Fig. 1: run 1, sequential cells grouped by signal name
Bar = 20 um.
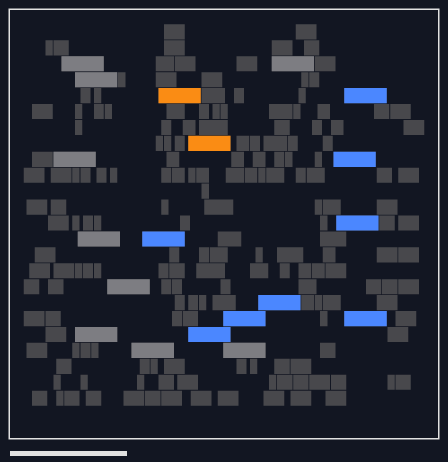
Fig. 2: run 1, signal wires by layer
Bar = 20 um.
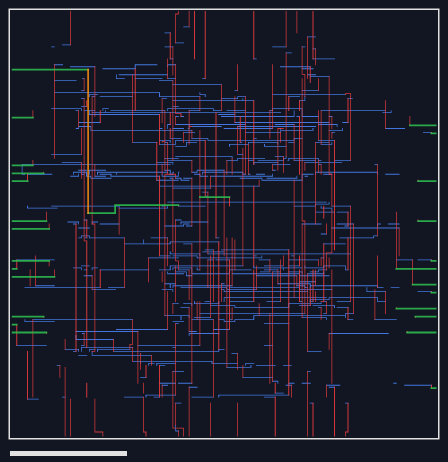
Fig. 3: run 1, wires at chosen ports, followed through buffers
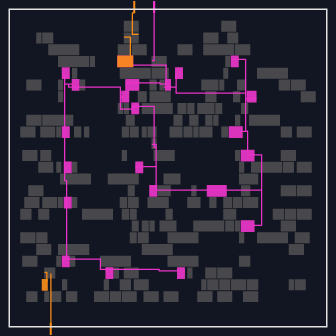
--- src/rtl/risc_control_unit.sv ---
// Multi-cycle fetch/decode/execute/writeback sequencer for the 8-bit RISC core.
// Drives imem fetch, register-file addressing, ALU opcode and write-back select.
module risc_control_unit #(
  parameter int PC_W = 8
) (
  input  logic            clk,
  input  logic            rst,
  output logic            imem_req,
  output logic [PC_W-1:0] imem_addr,
  input  logic            imem_ack,
  input  logic [7:0]      imem_rdata,
  output logic [1:0]      rf_ra,
  output logic [1:0]      rf_rb,
  output logic            rf_we,
  output logic [1:0]      rf_waddr,
  output logic            wb_sel,
  output logic [7:0]      imm,
  output logic [1:0]      alu_op,
  input  logic            alu_zero,
  output logic [PC_W-1:0] pc_out,
  output logic            z_flag
);

  typedef enum logic [1:0] {
    FETCH,
    DECODE,
    EXECUTE,
    WRITEBACK
  } state_t;

  localparam logic [1:0] OP_LDI = 2'b10;
  localparam logic [1:0] OP_JZ  = 2'b11;

  state_t          state, state_nx;
  logic [PC_W-1:0] pc, pc_nx;
  logic [7:0]      ir, ir_nx;
  logic            z, z_nx;
  logic [1:0]      op;
  logic            is_alu;

  assign op     = ir[7:6];
  assign is_alu = ~op[1];

  assign imem_addr = pc;
  assign pc_out    = pc;
  assign z_flag    = z;
  assign rf_ra     = ir[5:4];
  assign rf_rb     = ir[3:2];
  assign rf_waddr  = ir[5:4];
  assign imm       = {4'b0000, ir[3:0]};

  always_ff @(posedge clk) begin
    if (rst) begin
      state <= FETCH;
      pc    <= '0;
      ir    <= '0;
      z     <= 1'b0;
    end else begin
      state <= state_nx;
      pc    <= pc_nx;
      ir    <= ir_nx;
      z     <= z_nx;
    end
  end

  always_comb begin
    state_nx = state;
    pc_nx    = pc;
    ir_nx    = ir;
    z_nx     = z;
    imem_req = 1'b0;
    rf_we    = 1'b0;
    wb_sel   = 1'b0;
    alu_op   = 2'b00;
    unique case (state)
      FETCH: begin
        imem_req = 1'b1;
        if (imem_ack) begin
          ir_nx    = imem_rdata;
          pc_nx    = pc + PC_W'(1);
          state_nx = DECODE;
        end
      end
      DECODE: begin
        state_nx = EXECUTE;
      end
      EXECUTE: begin
        if (is_alu) begin
          alu_op = op;
          z_nx   = alu_zero;
        end
        if (op == OP_JZ) begin
          if (z) pc_nx = PC_W'(ir[5:0]);
          state_nx = FETCH;
        end else begin
          state_nx = WRITEBACK;
        end
      end
      WRITEBACK: begin
        rf_we    = 1'b1;
        wb_sel   = (op == OP_LDI);
        if (is_alu) alu_op = op;
        state_nx = FETCH;
      end
      default: state_nx = FETCH;
    endcase
    // Reset wins over any in-flight request or write.
    if (rst) begin
      imem_req = 1'b0;
      rf_we    = 1'b0;
      wb_sel   = 1'b0;
      alu_op   = 2'b00;
    end
  end

endmodule
--- config.mk ---
export PLATFORM = sky130hd
export DESIGN_NAME = risc_control_unit
export DESIGN_NICKNAME = d
export VERILOG_FILES = /design/src/rtl/risc_control_unit.sv
export SDC_FILE = /design/constraint.sdc
export NUM_CORES = 1
export LEC_CHECK = 0
export CAP_MARGIN = 25
export CELL_PAD_IN_SITES_DETAIL_PLACEMENT = 0
export CELL_PAD_IN_SITES_GLOBAL_PLACEMENT = 2
export CORE_MARGIN = 2
export CORE_UTILIZATION = 24
export DETAILED_ROUTE_END_ITERATION = 16
export GPL_TIMING_DRIVEN = 0
export PLACE_DENSITY_LB_ADDON = 0.1
export SLEW_MARGIN = 20
export SYNTH_ARGS = -nofsm -noshare
export SYNTH_HDL_FRONTEND = slang
export SYNTH_SLANG_ARGS = --single-unit
--- constraint.sdc ---
create_clock -name clk -period 2.8 [get_ports clk]
set_input_delay 0.42 -clock clk [delete_from_list [all_inputs] [get_ports clk]]
set_output_delay 0.42 -clock clk [all_outputs]
set_load 0.01 [all_outputs]
==> Changelog: implementation, run 1 <==
## Implementation

- Via/cell ratio: 4.42
- Setup crit end: imem_req
- Area share, top type: 33.2%
- Crit path depth: 4
- Seq pwr share: 43.0%
- Pins over their slew limit: 0
- Adder share: 1.09%
- Area growth, synth to finish: 47.9%
- Final Hold Viols: 0
- Mux area share: 0%
- Ys cells: 146
- Max-cap violations: 0
- Critical path arrival: 1.95 ns
- Post-Syn Area: 1150 um2
- Cells after Synth: 146
- Comb/total area: 32.6%
- Setup WS pre-CTS: 0.405 ns
- CTS H-tree depth: 1
- Worst-path cell chain: clkdlybuf4s50_1 > buf_1 > nor3_1 > clkdlybuf4s50_1
- Comb pwr: 213 uW
- GR Layer Usage met3: 2.21%
- Slew headroom: 65.7%
- Clk ins delay skew pair: 0.26 ns
- R2R Path Start: state[1]$_SDFFE_PP0P_
- I/O pin cnt: 48
- Grt peak-use layer: met2
- Status: finished clean
- Clock Path Buffers: 2
- CTS Buf Count: 3
- Top Consumer: registers
- AO/OA Area Share: 17.7%
- Cts-stage hold buffer count: 0
- Placed cells: 246
- Flop area: 380 um2
- Tool warnings: 26
- Xor/xnor share of the synthesized area: 0%
- Diode count: 0
- Crit. End Element: output port
- Remaining DRCs: 0
- Internal: 504 uW
- Num rows: 25
- Global-route wire length before repair: 5.11 mm
- FF-to-FF End: imem_addr[4]$_SDFFE_PP0P_
- PnR Total Power: 723 uW
- Net Sw Frac: 30.2%
- Simple-Gate Area Share: 27.8%
- Die extent in x: 73.1 um
- Flop share of the area: 22.4%
- Top Layout Cells: clkdlybuf4s50_1, nand2_1, buf_4
- Yosys warnings: 0
- Worst setup SP type: input port
- Vias in the first global route: 1035
- Met2 routed WL: 1.50 mm
- WHS Path Cells: 2
- Worst VDD drop: 0.135 mV
- LEAKAGE: 0.654 nW
- CTS tree: yes
- FFs w/ async S/R, synth: 0%
- # Post-CTS Setup Buffers: 0
- Minimum clock period: 2.37 ns
- TritonRoute pass-1 iters: 4
- Clock buffers: 3
- Cell mode on critical path: clkdlybuf4s50_1
- Flop count: 19
- RD Place Congestion: 0.780
- CP top delay family: buffers and inverters
- M2 GR Usage: 19.9%
- #MultiIn Comb: 98
- Hold Crit Class: flip-flop to flip-flop
- Synth top cells by count: nand2_1, buf_4, dfxtp_1
- Crit-path max FO: 10
- Clock network power: 199 uW
- Worst path max stage delay: 0.52 ns
- FF-to-FF path depth: 5
- Clk sinks: 19
- Fmax: 422 MHz
- Worst setup margin: 0.429 ns
- Util after Layout: 36.4%
- Fin area: 1700 um2
- Pwr/cell area: 427 nW/um2
- Placed inst area: 1650 um2
- Iteration-0 DRC Markers: 39
- Leading cell kind: non-clock buffers
-- Fig. 1 (at the start) --
legend:
  state:
    colour: orange
    placed_flops: 2
  imem_addr:
    colour: blue
    placed_flops: 8

-- Fig. 2 (at the start) --
legend:
  met2:
    colour: red
    wire_length: 1500 um
  met1:
    colour: blue
    wire_length: 1570 um
  met4:
    colour: orange
    wire_length: 24.5 um
  met3:
    colour: green
    wire_length: 126 um

-- Fig. 3 (at the start) --
legend:
  rst:
    colour: magenta
    direction: input
    end_cells: 22
    buffers: 3
    wire: 264 um
  alu_op:
    colour: orange
    direction: output
    end_cells: 2
    buffers: 2
    wire: 27.6 um

Fig. 4: run 1, clock routing
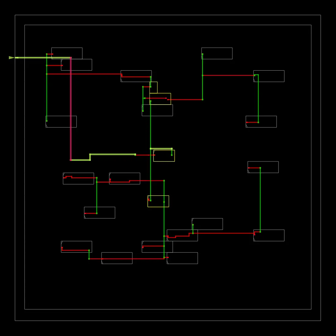

==> run 2: changes to the inputs <==
Settings changed: CORE_UTILIZATION 24 to 20.
Clock period 2.8 ns to 2 ns, I/O delays scaled along.
Fig. 5: run 2, clock routing
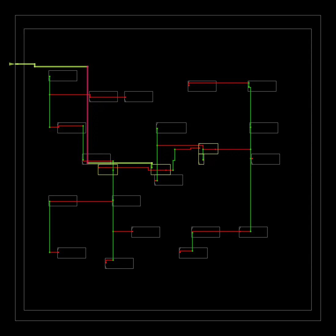
CTS Buf Count: 3
clk sinks: 19
flop count: 19

==> Changelog: implementation, run 2 <==
## Implementation

- Fin area: 1730 um2
- Ys cells: 146
- Clk ins delay skew pair: 0.26 ns
- LEAKAGE: 0.705 nW
- Cell mode on critical path: clkdlybuf4s50_1
- Pwr/cell area: 587 nW/um2
- Final Hold Viols: 0
- Net Sw Frac: 30.0%
- Cts-stage hold buffer count: 0
- Setup WS pre-CTS: -0.171 ns
- Worst path max stage delay: 0.53 ns
- Clock network power: 277 uW
- Comb pwr: 303 uW
- Setup crit end: rf_we
- Placed cells: 264
- Max-cap violations: 0
- GR Layer Usage met3: 2.94%
- Diode count: 0
- FFs w/ async S/R, synth: 0%
- Simple-Gate Area Share: 27.8%
- Flop share of the area: 22.0%
- Pins over their slew limit: 0
- M2 GR Usage: 18.8%
- Comb/total area: 31.9%
- TritonRoute pass-1 iters: 4
- Tool warnings: 26
- Global-route wire length before repair: 5.44 mm
- Critical path's slowest cell: clkdlybuf4s50_1
- Met2 routed WL: 1.56 mm
- Yosys warnings: 0
- PnR Total Power: 1.02 mW
- Worst-path cell chain: clkdlybuf4s50_1 > and3b_1 > clkdlybuf4s50_1
- CTS tree: yes
- I/O pin cnt: 48
- Crit-path max FO: 4
- Num rows: 27
- Crit path depth: 3
- Adder share: 1.09%
- Clock buffers: 4
- Mux area share: 0%
- R2R Path Start: ir[7]$_SDFFE_PP0P_
- Iteration-0 DRC Markers: 37
- Vias in the first global route: 1067
- Grt peak-use layer: met2
- Internal: 712 uW
- Cells after Synth: 146
- Post-Syn Area: 1150 um2
- Xor/xnor share of the synthesized area: 0%
- WHS Path Cells: 2
- Minimum clock period: 1.83 ns
- AO/OA Area Share: 17.7%
- Status: finished clean
- Crit. End Element: output port
- Worst setup SP type: input port
- Worst VDD drop: 0.265 mV
- CP top delay family: buffers and inverters
- Remaining DRCs: 0
- Top Consumer: registers
- Seq pwr share: 43.0%
- # Post-CTS Setup Buffers: 0
- Area share, top type: 33.2%
- Fmax: 545 MHz
- Placed inst area: 1670 um2
- FF-to-FF End: imem_addr[1]$_SDFFE_PP0P_
- Flop area: 382 um2
Power figures rest on the tool's default switching activity, not on a simulated workload.
